--- src/rtl/rmii_rx_framer.sv ---
// rmii_rx_framer: RMII receive framer.
//
// Consumes two dibits per mii_clk cycle from the RMII IDDR capture, strips the
// preamble/SFD at either dibit alignment, reassembles bytes (LSB first on the
// wire), checks CRC-32 and frame length, and presents a byte stream with
// start/end/status strobes to the command parser.
//
// Optional build macro: RMII_RX_FCS_STRIP_EN
//   defined   - bytes pass through a 4-byte delay line so the FCS is never
//               emitted; rx_len excludes the FCS (length checks still include it).
//   undefined - every byte, FCS included, is emitted.
//
// Ports:
//   mii_clk   in   1  RMII-derived clock, two dibits per cycle
//   rst_n     in   1  asynchronous active-low reset
//   rmii_D    in   4  dibits; [1:0] earlier on the wire, [3:2] later
//   rmii_DV   in   2  CRS_DV; [0] qualifies rmii_D[1:0], [1] qualifies rmii_D[3:2]
//   rx_data   out  8  assembled byte
//   rx_valid  out  1  one-cycle strobe, rx_data valid
//   rx_sof    out  1  with rx_valid on the first byte of a frame
//   rx_eof    out  1  one-cycle end-of-frame strobe, never with rx_valid
//   rx_good   out  1  with rx_eof: FCS ok, length in range, whole bytes
//   rx_len    out  11 with rx_eof: byte count, saturating at MAX_LEN
module rmii_rx_framer #(
    parameter int unsigned MIN_LEN      = 64,
    parameter int unsigned MAX_LEN      = 1522,
    parameter int unsigned MIN_PREAMBLE = 6
) (
    input  logic        mii_clk,
    input  logic        rst_n,
    input  logic [3:0]  rmii_D,
    input  logic [1:0]  rmii_DV,
    output logic [7:0]  rx_data,
    output logic        rx_valid,
    output logic        rx_sof,
    output logic        rx_eof,
    output logic        rx_good,
    output logic [10:0] rx_len
);

    localparam logic [10:0] MinLen     = 11'(MIN_LEN);
    localparam logic [10:0] MaxLen     = 11'(MAX_LEN);
    localparam logic [3:0]  MinPre     = 4'(MIN_PREAMBLE);
    localparam logic [31:0] CrcPoly    = 32'hEDB88320;  // 0x04C11DB7 reflected
    localparam logic [31:0] CrcResidue = 32'hDEBB20E3;

    typedef enum logic [2:0] {StIdle, StPreamble, StData, StTrunc, StDrop} state_e;

    state_e      state_q, state_d;
    logic [3:0]  pre_cnt_q, pre_cnt_d;
    logic [31:0] crc_q, crc_d;
    logic [10:0] cnt_q, cnt_d;
    logic [1:0]  phase_q, phase_d;
    logic [7:0]  shreg_q, shreg_d;
`ifdef RMII_RX_FCS_STRIP_EN
    logic [3:0][7:0] dly_q, dly_d;
`endif
    logic [7:0]  data_q, data_d;
    logic        valid_q, valid_d;
    logic        sof_q, sof_d;
    logic        eof_q, eof_d;
    logic        good_q, good_d;
    logic [10:0] len_q, len_d;
    logic [1:0]  dib;
    logic [7:0]  byte_val;

    // Reflected CRC-32 advanced by one dibit, bit 0 first.
    function automatic logic [31:0] crc_dibit(input logic [31:0] crc, input logic [1:0] d);
        logic [31:0] c;
        c = crc;
        for (int b = 0; b < 2; b++) begin
            c = (c[0] ^ d[b]) ? ((c >> 1) ^ CrcPoly) : (c >> 1);
        end
        return c;
    endfunction

    always_comb begin
        state_d   = state_q;
        pre_cnt_d = pre_cnt_q;
        crc_d     = crc_q;
        cnt_d     = cnt_q;
        phase_d   = phase_q;
        shreg_d   = shreg_q;
`ifdef RMII_RX_FCS_STRIP_EN
        dly_d     = dly_q;
`endif
        data_d    = 8'h00;
        valid_d   = 1'b0;
        sof_d     = 1'b0;
        eof_d     = 1'b0;
        good_d    = 1'b0;
        len_d     = 11'd0;
        dib       = 2'b00;
        byte_val  = 8'h00;

        if (rmii_DV == 2'b00) begin
            // End of carrier; only frames that reached the SFD report an eof.
            if (state_q == StData || state_q == StTrunc) begin
                eof_d  = 1'b1;
                good_d = (state_q == StData) && (crc_q == CrcResidue) &&
                         (cnt_q >= MinLen) && (phase_q == 2'd0);
`ifdef RMII_RX_FCS_STRIP_EN
                len_d  = (cnt_q >= 11'd4) ? (cnt_q - 11'd4) : 11'd0;
`else
                len_d  = cnt_q;
`endif
            end
            state_d = StIdle;
        end else begin
            // Walk both slots in wire order so the SFD may sit in either one.
            for (int s = 0; s < 2; s++) begin
                if (rmii_DV[s]) begin
                    dib = rmii_D[2*s +: 2];
                    case (state_d)
                        StIdle: begin
                            if (dib == 2'b01) begin
                                state_d   = StPreamble;
                                pre_cnt_d = 4'd1;
                            end else begin
                                state_d = StDrop;
                            end
                        end
                        StPreamble: begin
                            if (dib == 2'b01) begin
                                if (pre_cnt_d != 4'hF) pre_cnt_d = pre_cnt_d + 4'd1;
                            end else if (dib == 2'b11 && pre_cnt_d >= MinPre) begin
                                state_d = StData;
                                crc_d   = 32'hFFFFFFFF;
                                cnt_d   = 11'd0;
                                phase_d = 2'd0;
                            end else begin
                                state_d = StDrop;
                            end
                        end
                        StData: begin
                            crc_d    = crc_dibit(crc_d, dib);
                            byte_val = {dib, shreg_d[7:2]};
                            shreg_d  = byte_val;
                            if (phase_d == 2'd3) begin
                                if (cnt_d == MaxLen) begin
                                    state_d = StTrunc;
                                end else begin
`ifdef RMII_RX_FCS_STRIP_EN
                                    // Emit the byte received four bytes ago.
                                    if (cnt_d >= 11'd4) begin
                                        valid_d = 1'b1;
                                        data_d  = dly_d[3];
                                        sof_d   = (cnt_d == 11'd4);
                                    end
                                    dly_d = {dly_d[2:0], byte_val};
`else
                                    valid_d = 1'b1;
                                    data_d  = byte_val;
                                    sof_d   = (cnt_d == 11'd0);
`endif
                                    cnt_d = cnt_d + 11'd1;
                                end
                            end
                            phase_d = phase_d + 2'd1;
                        end
                        default: ;  // StTrunc/StDrop ignore data until carrier drops
                    endcase
                end
            end
        end
    end

    always_ff @(posedge mii_clk or negedge rst_n) begin
        if (!rst_n) begin
            state_q   <= StIdle;
            pre_cnt_q <= 4'd0;
            crc_q     <= 32'hFFFFFFFF;
            cnt_q     <= 11'd0;
            phase_q   <= 2'd0;
            shreg_q   <= 8'h00;
`ifdef RMII_RX_FCS_STRIP_EN
            dly_q     <= '0;
`endif
            data_q    <= 8'h00;
            valid_q   <= 1'b0;
            sof_q     <= 1'b0;
            eof_q     <= 1'b0;
            good_q    <= 1'b0;
            len_q     <= 11'd0;
        end else begin
            state_q   <= state_d;
            pre_cnt_q <= pre_cnt_d;
            crc_q     <= crc_d;
            cnt_q     <= cnt_d;
            phase_q   <= phase_d;
            shreg_q   <= shreg_d;
`ifdef RMII_RX_FCS_STRIP_EN
            dly_q     <= dly_d;
`endif
            data_q    <= data_d;
            valid_q   <= valid_d;
            sof_q     <= sof_d;
            eof_q     <= eof_d;
            good_q    <= good_d;
            len_q     <= len_d;
        end
    end

    assign rx_data  = data_q;
    assign rx_valid = valid_q;
    assign rx_sof   = sof_q;
    assign rx_eof   = eof_q;
    assign rx_good  = good_q;
    assign rx_len   = len_q;

endmodule
--- config.mk ---
export PLATFORM = sky130hd
export DESIGN_NAME = rmii_rx_framer
export DESIGN_NICKNAME = d
export VERILOG_FILES = /design/src/rtl/rmii_rx_framer.sv
export SDC_FILE = /design/constraint.sdc
export NUM_CORES = 1
export LEC_CHECK = 0
export CAP_MARGIN = 20
export CORE_MARGIN = 2
export CORE_UTILIZATION = 55
export CTS_CLUSTER_SIZE = 12
export DETAILED_ROUTE_END_ITERATION = 8
export PLACE_DENSITY = 0.77
export REMOVE_ABC_BUFFERS = 1
export SETUP_SLACK_MARGIN = 0.1
export SLEW_MARGIN = 20
export SYNTH_ARGS = -nofsm -noshare
export SYNTH_HDL_FRONTEND = slang
export SYNTH_SLANG_ARGS = --single-unit
--- constraint.sdc ---
create_clock -name mii_clk -period 3.2 [get_ports mii_clk]
set_clock_uncertainty 0.15 [all_clocks]
set_input_delay 0.64 -clock mii_clk [delete_from_list [all_inputs] [get_ports mii_clk]]
set_output_delay 0.64 -clock mii_clk [all_outputs]
set_load 0.05 [all_outputs]
==> Slide: Implementation Results, run 1 <==
Synthesis and Place & Route Summary

Final timing
  – Tcrit/Tclk final: 98.40%
  – Setup tns final: 0 ns
  – Slew at the pin closest to its max-slew limit: 0.7931 ns
  – Relative slew slack: around 47%
  – Slew Limit Fails: 0
  – Final hold viol count: 0
  – Setup Viol. Count Final: 0
  – RSZ-0062 raised after global routing: true
  – Min Tclk post-route: about 3.1 ns
  – Highest clock rate: 317.6 MHz
  – Minimum hold slack: 0.1967 ns

GRT
  – Initial antenna violation count: 0
  – Largest net degree at the start of global routing: 63
  – Gr usage total: approximately 34%
  – First-pass GRT wire length: approximately 30,000 µm
  – GR Overflow Total: 0
  – Vias in the first global route: 5,850

Route
  – Routed wire length: 19,560 µm
  – Metal2 WL: 9430 µm
  – Drt pass-1 iters: 6
  – Met1 Wirelength: 7615 µm
  – Vias: 6,073
  – DR iter-0 viols: roughly 480
  – Drt wl/cell: between 20 and 25 µm
  – DR vias/cell: 6.346
  – DRC Markers: 0
  – Routed Antenna Nets: 0
  – Met3 Wirelength: 1610 µm
  – Max Used Layer: met4

Logic synthesis
  – Post-synth EDFFs: 0
  – Synth warn: 0
  – Post-Syn Instances: 647
  – Ys cells: 647
  – Commonest flop: dfrtp_1
  – Dominant cell area share: 21.63%
  – Cell area leaders: dfrtp_1 (22%), dfstp_2 (15%), a21oi_1 (6.0%)
  – Area leader, netlist: dfrtp_1
  – Share of synthesized registers carrying an async set or reset: 100.0%
  – YS chip area: between 5000 and 6000 µm²
  – Seq/Total Area, Yosys: 36.47%
  – Synthesized registers: 81
  – Synth cell types: 85
  – Synth Area per Inst: 8.760 µm²
  – Synthesized area: between 5000 and 6000 µm²

Flow run
  – Number of logged tool warnings: 34
  – Max-cap violations: 0

Setup path
  – Worst r2r src: pre_cnt_q[0]
  – Setup crit end kind: register
  – WP buf/inv: 3
  – Cell Chain, Critical Path: inv_2, ha_4, or3_4, and4_4, o221ai_4, a22oi_2, inv_2, buf_6, ha_4, nand2_4, or3_4, o41ai_2, a21boi_2, o21ai_1
  – Max stage delay on crit path: a little over 0.4 ns
  – CP Launch Type: register
  – Crit path DAT: 3.24 ns
  – Critical path class: register to register
  – Critical Path RT: 3.29 ns
  – CP max FO: 5
  – Largest delay contributor family on the critical path: simple AND/OR/NAND/NOR gates
  – Worst setup path start: pre_cnt_q[0]
  – Slowest-stage cell, CP: or3_4

Placed design
  – Inst Count DP: ~920
  – PortBufs: 30
  – Pre-CTS setup slack: -0.6929 ns
  – GP Congestion: 0.9629
  – Placed cell area: 7083 µm²
  – HPWL Detailed: between 10,000 and 15,000 µm

Die
  – Ports: 31
  – Number of core rows: 37
  – FP Core Util: 55.65%
  – Chip Area: 11,130 µm²
  – Die Y-Extent: 105.5 µm
  – Die width: 105.5 µm
  – Core area: 10,180 µm²

Cells and area
  – Fin util: 77.33%
  – Logic area: 3759 µm²
  – Share of cells above drive strength 1: 38.37%
  – # diodes: 0
  – Register area: approximately 2100 µm²
  – Layout Cells excl Fill: 957
  – Number of fill cells in the layout: 699
  – Number of nets in the layout: 837

Pwr
  – Final Power: about 4 mW
  – Sequential fraction of design power: 34.7%
  – Sw frac: around two fifths
  – Peak supply drop: 0.4053 mV
  – Switch Pwr: about 1.6 mW
  – Leak Pwr: 3.265 nW
  – Comb pwr share: 44.9%
  – Cell Pwr Density: 516.8 nW/µm²
  – Int Pwr: 2.495 mW

Worst hold path
  – Hold/Removal Path Class: primary input to async pin

Clock tree
  – Root Buffer: clkbuf_8
  – H-tree levels: 3
  – CTS max path bufs: 2
  – CTS clk-pin slew, worst paths: 0.09 ns
  – CTS tree: yes
  – Cts hold-fix bufs: 0

Status
  – Outcome: completed
run 1: cell type report:
cell class                 instances  share of cell area, %
clock buffer                      10                  1.747
multi-input combinational        515                  47.72
clock inverter                     6                 0.9214
tap                              136                  2.160
inverter                          16                 0.7625
timing repair buffer             193                  20.44
sequential                        81                  26.24
run 1: cell usage in the layout (no fill, tap or decap), types with 16 or more instances in the layout:
cell             instances
a21oi_1                 58
buf_4                  154
clkdlybuf4s50_1         26
dfrtp_1                 49
dfstp_2                 32
nand2_1                 57
nor2_1                  50
o21ai_0                 27
o22ai_1                 26
xnor2_1                 16
xor2_1                  24
run 1: power by group through the flow:
| stage | logic, mW | clock network [mW] | registers, mW |
|---|---|---|---|
| 6_report | 1.83 | 0.828 | 1.41 |
| 3_5_place_dp | 1.58 | 0 | 1.42 |
| 5_1_grt | 1.95 | 0.875 | 1.43 |
| 4_1_cts | 1.62 | 0.825 | 1.40 |
| 2_1_floorplan | 0.968 | 0 | 1.37 |
| 3_3_place_gp | 1.53 | 0 | 1.41 |
run 1: sequential cells by signal, indices dropped and copies added (netlist names), 2 cells and up:
signal and flops:
phase_q 2, state_q 3, cnt_q 11, shreg_q 6, rx_len 11, crc_q 32
rx_data 8, pre_cnt_q 4
run 1: cells in the mapped netlist, types with 7 or more instances:
master / n
a21oi_1: 68
a22o_1: 10
a22oi_1: 10
a31oi_1: 8
and2_1: 10
buf_2: 13
clkbuf_1: 15
dfrtp_1: 49
dfstp_2: 32
ha_1: 13
inv_1: 15
nand2_1: 59
nand2b_1: 7
nand3_1: 9
nand4_1: 10
nor2_1: 57
nor3_1: 13
o21a_1: 7
o21ai_0: 38
o21ai_1: 8
o22a_1: 7
o22ai_1: 30
xnor2_1: 16
xor2_1: 24
run 1: per-layer routing:
metal	GRT usage (%)	up-vias
met3	5.257	76
met5	0	-
met2	57.24	366
met1	42.55	2905
li1	-	2726
met4	15.51	0
run 1: path summary, 6_finish.rpt:
| path | endpoint | slack [ns] | depth (start not counted) |
|---|---|---|---|
| setup reg to reg | cnt_q[8] | 0.05 | 14 |
| max in group asynchronous | crc_q[25] | 1.92 | 2 |
| hold / removal | rx_len[0] | 0.20 | 1 |
| setup / recovery | cnt_q[8] | 0.05 | 14 |
| hold reg to reg | rx_data[1] | 0.37 | 1 |
| min in group mii_clk | rx_data[1] | 0.37 | 1 |
run 1: cell families (layout without fill, tap and decap cells):
kind of cell / count (synthesis) / count (layout) / share of synthesized area (%)
fa+ha+maj: 13 / 13 / 2.870
buf+inv: 51 / 225 / 3.951
flops: 81 / 81 / 36.47
mux: 5 / 5 / 0.9713
compound gates: 228 / 228 / 26.14
simple gates: 222 / 222 / 20.82
xor+xnor: 47 / 47 / 8.786
run 1: what timing repair did:
| action | CTS | global route |
|---|---|---|
| setup endpoints to repair | 58 | 48 |
| pin swaps | 3 | 46 |
| buffers inserted | 2 | 16 |
| cloned | 0 | 2 |
| gates resized | 22 | 89 |
| endpoints found under the hold margin | 0 | 0 |
Figure 1. Clock network drawn from the DEF (run 1).
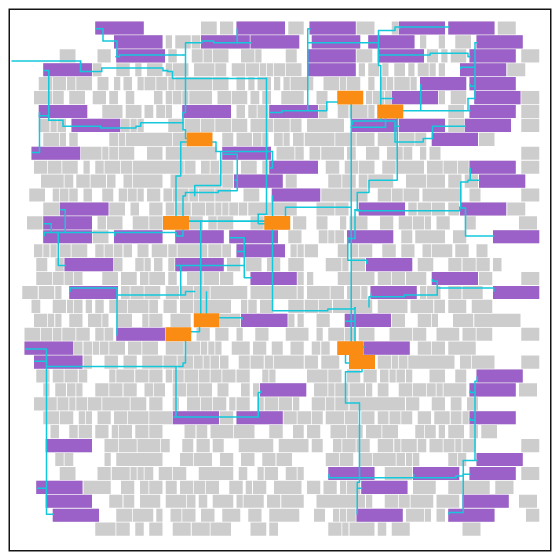
[clock drivers] orange | count: 9
[clock wires] cyan | length: 1,100 µm
[flip-flops] purple | count: 81
routed clock nets: 10
worst skew pair latency: 0.36 ns
Clock power frac: 20.3%
clk pwr: 828 µW

Figure 2. Cells by drive strength (run 1).
Bar = 20 µm.
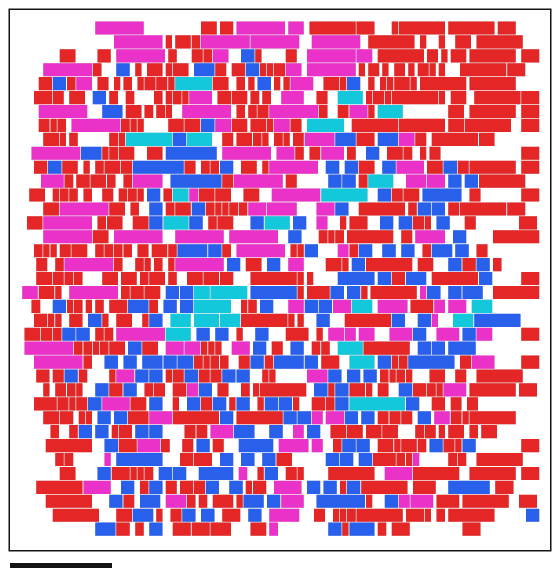
| size | colour | cells | share | most used |
|---|---|---|---|---|
| _3 and _4 cells | blue | 187 | 23% | buf_4 |
| _0 and _1 cells | red | 506 | 62% | a21oi_1 |
| _6 and larger | cyan | 24 | 2.9% | clkbuf_8 |
| _2 cells | magenta | 104 | 13% | dfstp_2 |
Final WS setup: 0.05108 ns
Non-clk bufs: 193
Post-Layout Inst Area: 7876 µm²
Synth-to-Final Area Change: 38.96%

Figure 3. The clock network (run 1).
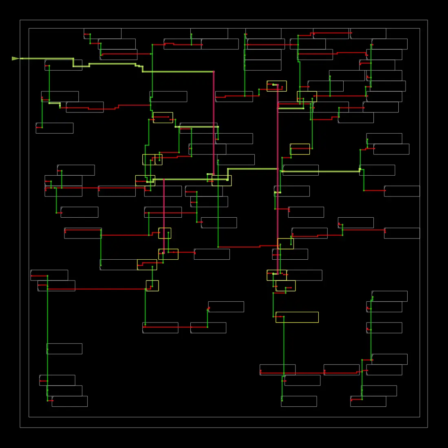
CTS sink cnt: 81
Inserted Clock Buffers: 9
FFs & Latches: 81
# clk buffers: 10

Figure 4. Sequential cells grouped by signal name (run 1).
Bar = 20 µm.
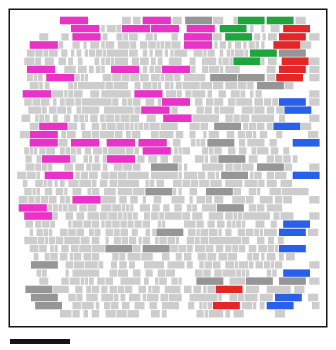

==> run 2: changes to the inputs <==
--- a/config.mk
+++ b/config.mk
@@ -6,11 +6,13 @@
 export NUM_CORES = 1
 export LEC_CHECK = 0
 export CAP_MARGIN = 20
+export CELL_PAD_IN_SITES_DETAIL_PLACEMENT = 2
+export CELL_PAD_IN_SITES_GLOBAL_PLACEMENT = 2
 export CORE_MARGIN = 2
-export CORE_UTILIZATION = 55
+export CORE_UTILIZATION = 34
 export CTS_CLUSTER_SIZE = 12
 export DETAILED_ROUTE_END_ITERATION = 8
-export PLACE_DENSITY = 0.77
+export PLACE_DENSITY_LB_ADDON = 0.1
 export REMOVE_ABC_BUFFERS = 1
 export SETUP_SLACK_MARGIN = 0.1
 export SLEW_MARGIN = 20
Figure 5. Sequential cells grouped by signal name (run 2).
Bar = 50 µm.
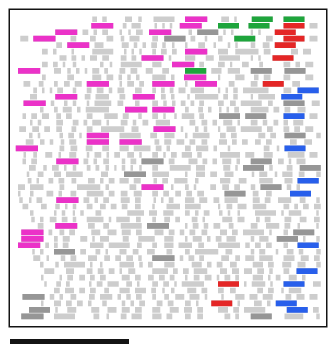
| netlist name | colour | flops |
|---|---|---|
| crc_q | magenta | 32 |
| shreg_q | green | 6 |
| rx_len | blue | 11 |
| rx_data | red | 8 |
not coloured: 24
Seq group: 1.47 mW
Seq area share: 24.27%
register area: 2074 µm²
fin util: 51.91%

==> run 2 against run 1 <==
Synthesized cell count stayed put. Sequential cell count is the same. Area after synthesis unchanged. Clock-buffer cell count fell by 1. Register-to-register slack lost 0.36 ns. Final cell count rose by 10%. Global-route usage fell by 2.7 points. Wire length rose by 67%. Sequential power increased by 4%. Die area up 59%. Via count increased by 9.0%. The run now ends with negative setup slack left.
==> Slide: Implementation Results, run 2 <==
Synthesis and Place & Route Summary

Flow run
  – Number of logged tool warnings: 34
  – Max-cap violations: 0

Final timing
  – Min Tclk post-route: 3.513 ns
  – Setup tns final: -2.611 ns
  – Setup Viol. Count Final: 19
  – Final WS setup: -0.3127 ns
  – RSZ-0062 raised after global routing: true
  – Slew Limit Fails: 0
  – Slew at the pin closest to its max-slew limit: 0.7300 ns
  – Highest clock rate: 284.7 MHz
  – Final hold viol count: 0
  – Relative slew slack: between 50 and 60%
  – Tcrit/Tclk final: 109.8%

Cells and area
  – Logic area: 3973 µm²
  – Largest reg by FF count: crc_q
  – Synth-to-Final Area Change: 50.82%
  – Share of cells above drive strength 1: 41.87%
  – # diodes: 0
  – Number of fill cells in the layout: 1,685
  – Most frequent logic cell in the layout: buf_4
  – Largest register FFs: 32
  – Most frequent cells in the layout: buf_4 (148), a21oi_1 (59), nand2_1 (55)
  – Number of nets in the layout: 852

Logic synthesis
  – Synth cell count leaders: a21oi_1 (68), nand2_1 (59), nor2_1 (57), dfrtp_1 (49), o21ai_0 (38)
  – Dominant cell area share: 21.63%
  – Most numerous cell in the Yosys netlist: a21oi_1
  – Area leader, netlist: dfrtp_1
  – Synth cell types: 85
  – Commonest flop: dfrtp_1
  – Synth warn: 0
  – Synthesized area: 5668 µm²
  – Cell area leaders: dfrtp_1 (22%), dfstp_2 (15%), a21oi_1 (6.0%)
  – Synth Area per Inst: roughly 8.8 µm²
  – Seq/Total Area, Yosys: 36.47%
  – Ys cells: 647
  – Synthesized registers: between 80 and 90
  – Post-Syn Instances: roughly 650
  – YS chip area: 5668 µm²
  – Share of synthesized registers carrying an async set or reset: 100.0%
  – Post-synth EDFFs: 0

Setup path
  – Setup crit end kind: register
  – CP Launch Type: register
  – Crit path DAT: 3.59 ns
  – CP max FO: 4
  – Critical Path RT: about 3.3 ns
  – Critical path class: register to register

Placed design
  – HPWL Detailed: about 19,000 µm
  – GP Congestion: 0.9640
  – PortBufs: 30

GRT
  – Vias in the first global route: 6,901
  – Initial antenna violation count: 0
  – Largest net degree at the start of global routing: between 40 and 50
  – Gr usage total: 31.14%
  – First-pass GRT wire length: 42,250 µm
  – GR Overflow Total: 0

Die
  – Chip Area: 17,720 µm²
  – Ports: 31
  – Die width: between 100 and 150 µm
  – Core area: 16,470 µm²
  – Number of core rows: 47
  – FP Core Util: 34.42%
  – Die Y-Extent: about 130 µm

Pwr
  – Cell Pwr Density: 573.9 nW/µm²
  – Leak Pwr: 3.497 nW
  – Final Power: 4.906 mW
  – Peak supply drop: 0.3228 mV

Clock tree
  – CTS sink cnt: 81
  – Root Buffer: clkbuf_16
  – Cts hold-fix bufs: 0
  – CTS max path bufs: 2
  – Inserted Clock Buffers: 9
  – Worst skew pair latency: 0.36 ns
  – H-tree levels: 3
  – CTS clk-pin slew, worst paths: 0.07 ns
  – CTS tree: yes

Route
  – Routed Antenna Nets: 0
  – Routed wire length: 32,710 µm
  – DR iter-0 viols: 449
  – Drt wl/cell: 30.98 µm
  – Drt pass-1 iters: 7
  – DR vias/cell: 6.267
  – DRC Markers: 0
  – Vias: 6,618

Worst hold path
  – Hold/Removal Path Class: primary input to async pin

Status
  – Failing checks: negative setup slack
  – Outcome: complete, but fails checks
run 2: cell counts after synthesis:
No cell type changed its count.
run 2: logic make-up (layout without fill, tap and decap cells):
logic type	count (synthesis)	in the layout	synth area share, %
adder cells (fa/ha/maj)	13	13	2.870
AND-OR/OR-AND	228	228	26.14
multiplexers	5	5	0.9713
AND/OR/NAND/NOR	222	222	20.82
flip-flops	81	81	36.47
XOR/XNOR	47	47	8.786
buffers and inverters	51	240	3.951
run 2: area by class of cell:
type / instances / area share [%]
multi-input cells: 515 / 46.47
flip-flops and latches: 81 / 24.27
repair buffers: 208 / 21.72
well taps: 220 / 3.220
clock buffers: 9 / 2.635
clock inverters: 7 / 0.9807
inverters: 16 / 0.7026
run 2: repair_timing:
action / CTS / global route
buffers inserted: 9 / 20
pin swaps: 18 / 35
gates resized: 65 / 101
endpoints found under the setup margin: 64 / 56
gates cloned: 1 / 2
run 2: path summary, 6_finish.rpt:
path	slack, ns	startpoint	cells after the start	endpoint
max reg2reg	-0.31	pre_cnt_q[1]	10	cnt_q[7]
min in group mii_clk	0.40	shreg_q[3]	1	rx_data[1]
min reg2reg	0.40	shreg_q[3]	1	rx_data[1]
max	-0.31	pre_cnt_q[1]	10	cnt_q[7]
max in group asynchronous	2.02	rst_n	2	crc_q[25]
min	0.12	rst_n	1	rx_data[7]
run 2: layer usage:
layer  track usage (%)  vias up  share of wire, %
met2             55.56      298                50
met1             38.06     3433                39
met4             12.88        0               6.1
met5                 0        -                 0
met3             3.919      132               4.6
li1                  -     2755                 -
run 2: through the flow:
step / hold slack [ns] / instance area, µm² / instances / worst slack (ns) / utilization, %
3_5_place_dp: 0.3643 / 7273 / 1009 / -0.6799 / 44.17
6_report: 0.1231 / 8548 / 1056 / -0.3127 / 51.91
2_1_floorplan: 0.1944 / 5504 / 612 / -0.8628 / -
3_3_place_gp: 0.3459 / 7273 / 1009 / -0.4554 / 44.17
4_1_cts: 0.1352 / 7925 / 1035 / 0.07592 / 48.13
5_1_grt: 0.1690 / 8548 / 1056 / -0.2990 / 51.91
run 2: critical path, stage by stage (launching register included):
cell and delay [ns]:
dfrtp_2 0.46, ha_4 0.18, or3_4 0.42, a21boi_4 0.21
nor2_4 0.06, o21ai_1 0.40, ha_4 0.28, nand4b_1 0.24
or4_4 0.64, a21oi_2 0.20, o22ai_1 0.13
run 2: power by group:
group          internal [mW]  total [mW]  switching [mW]
Sequential              1.24        1.47           0.234
Clock                  0.622        1.15           0.526
Combinational           1.04        2.29            1.25
Total                   2.90        4.91            2.01
No activity file was given, so power comes from the tool's default toggle rates.
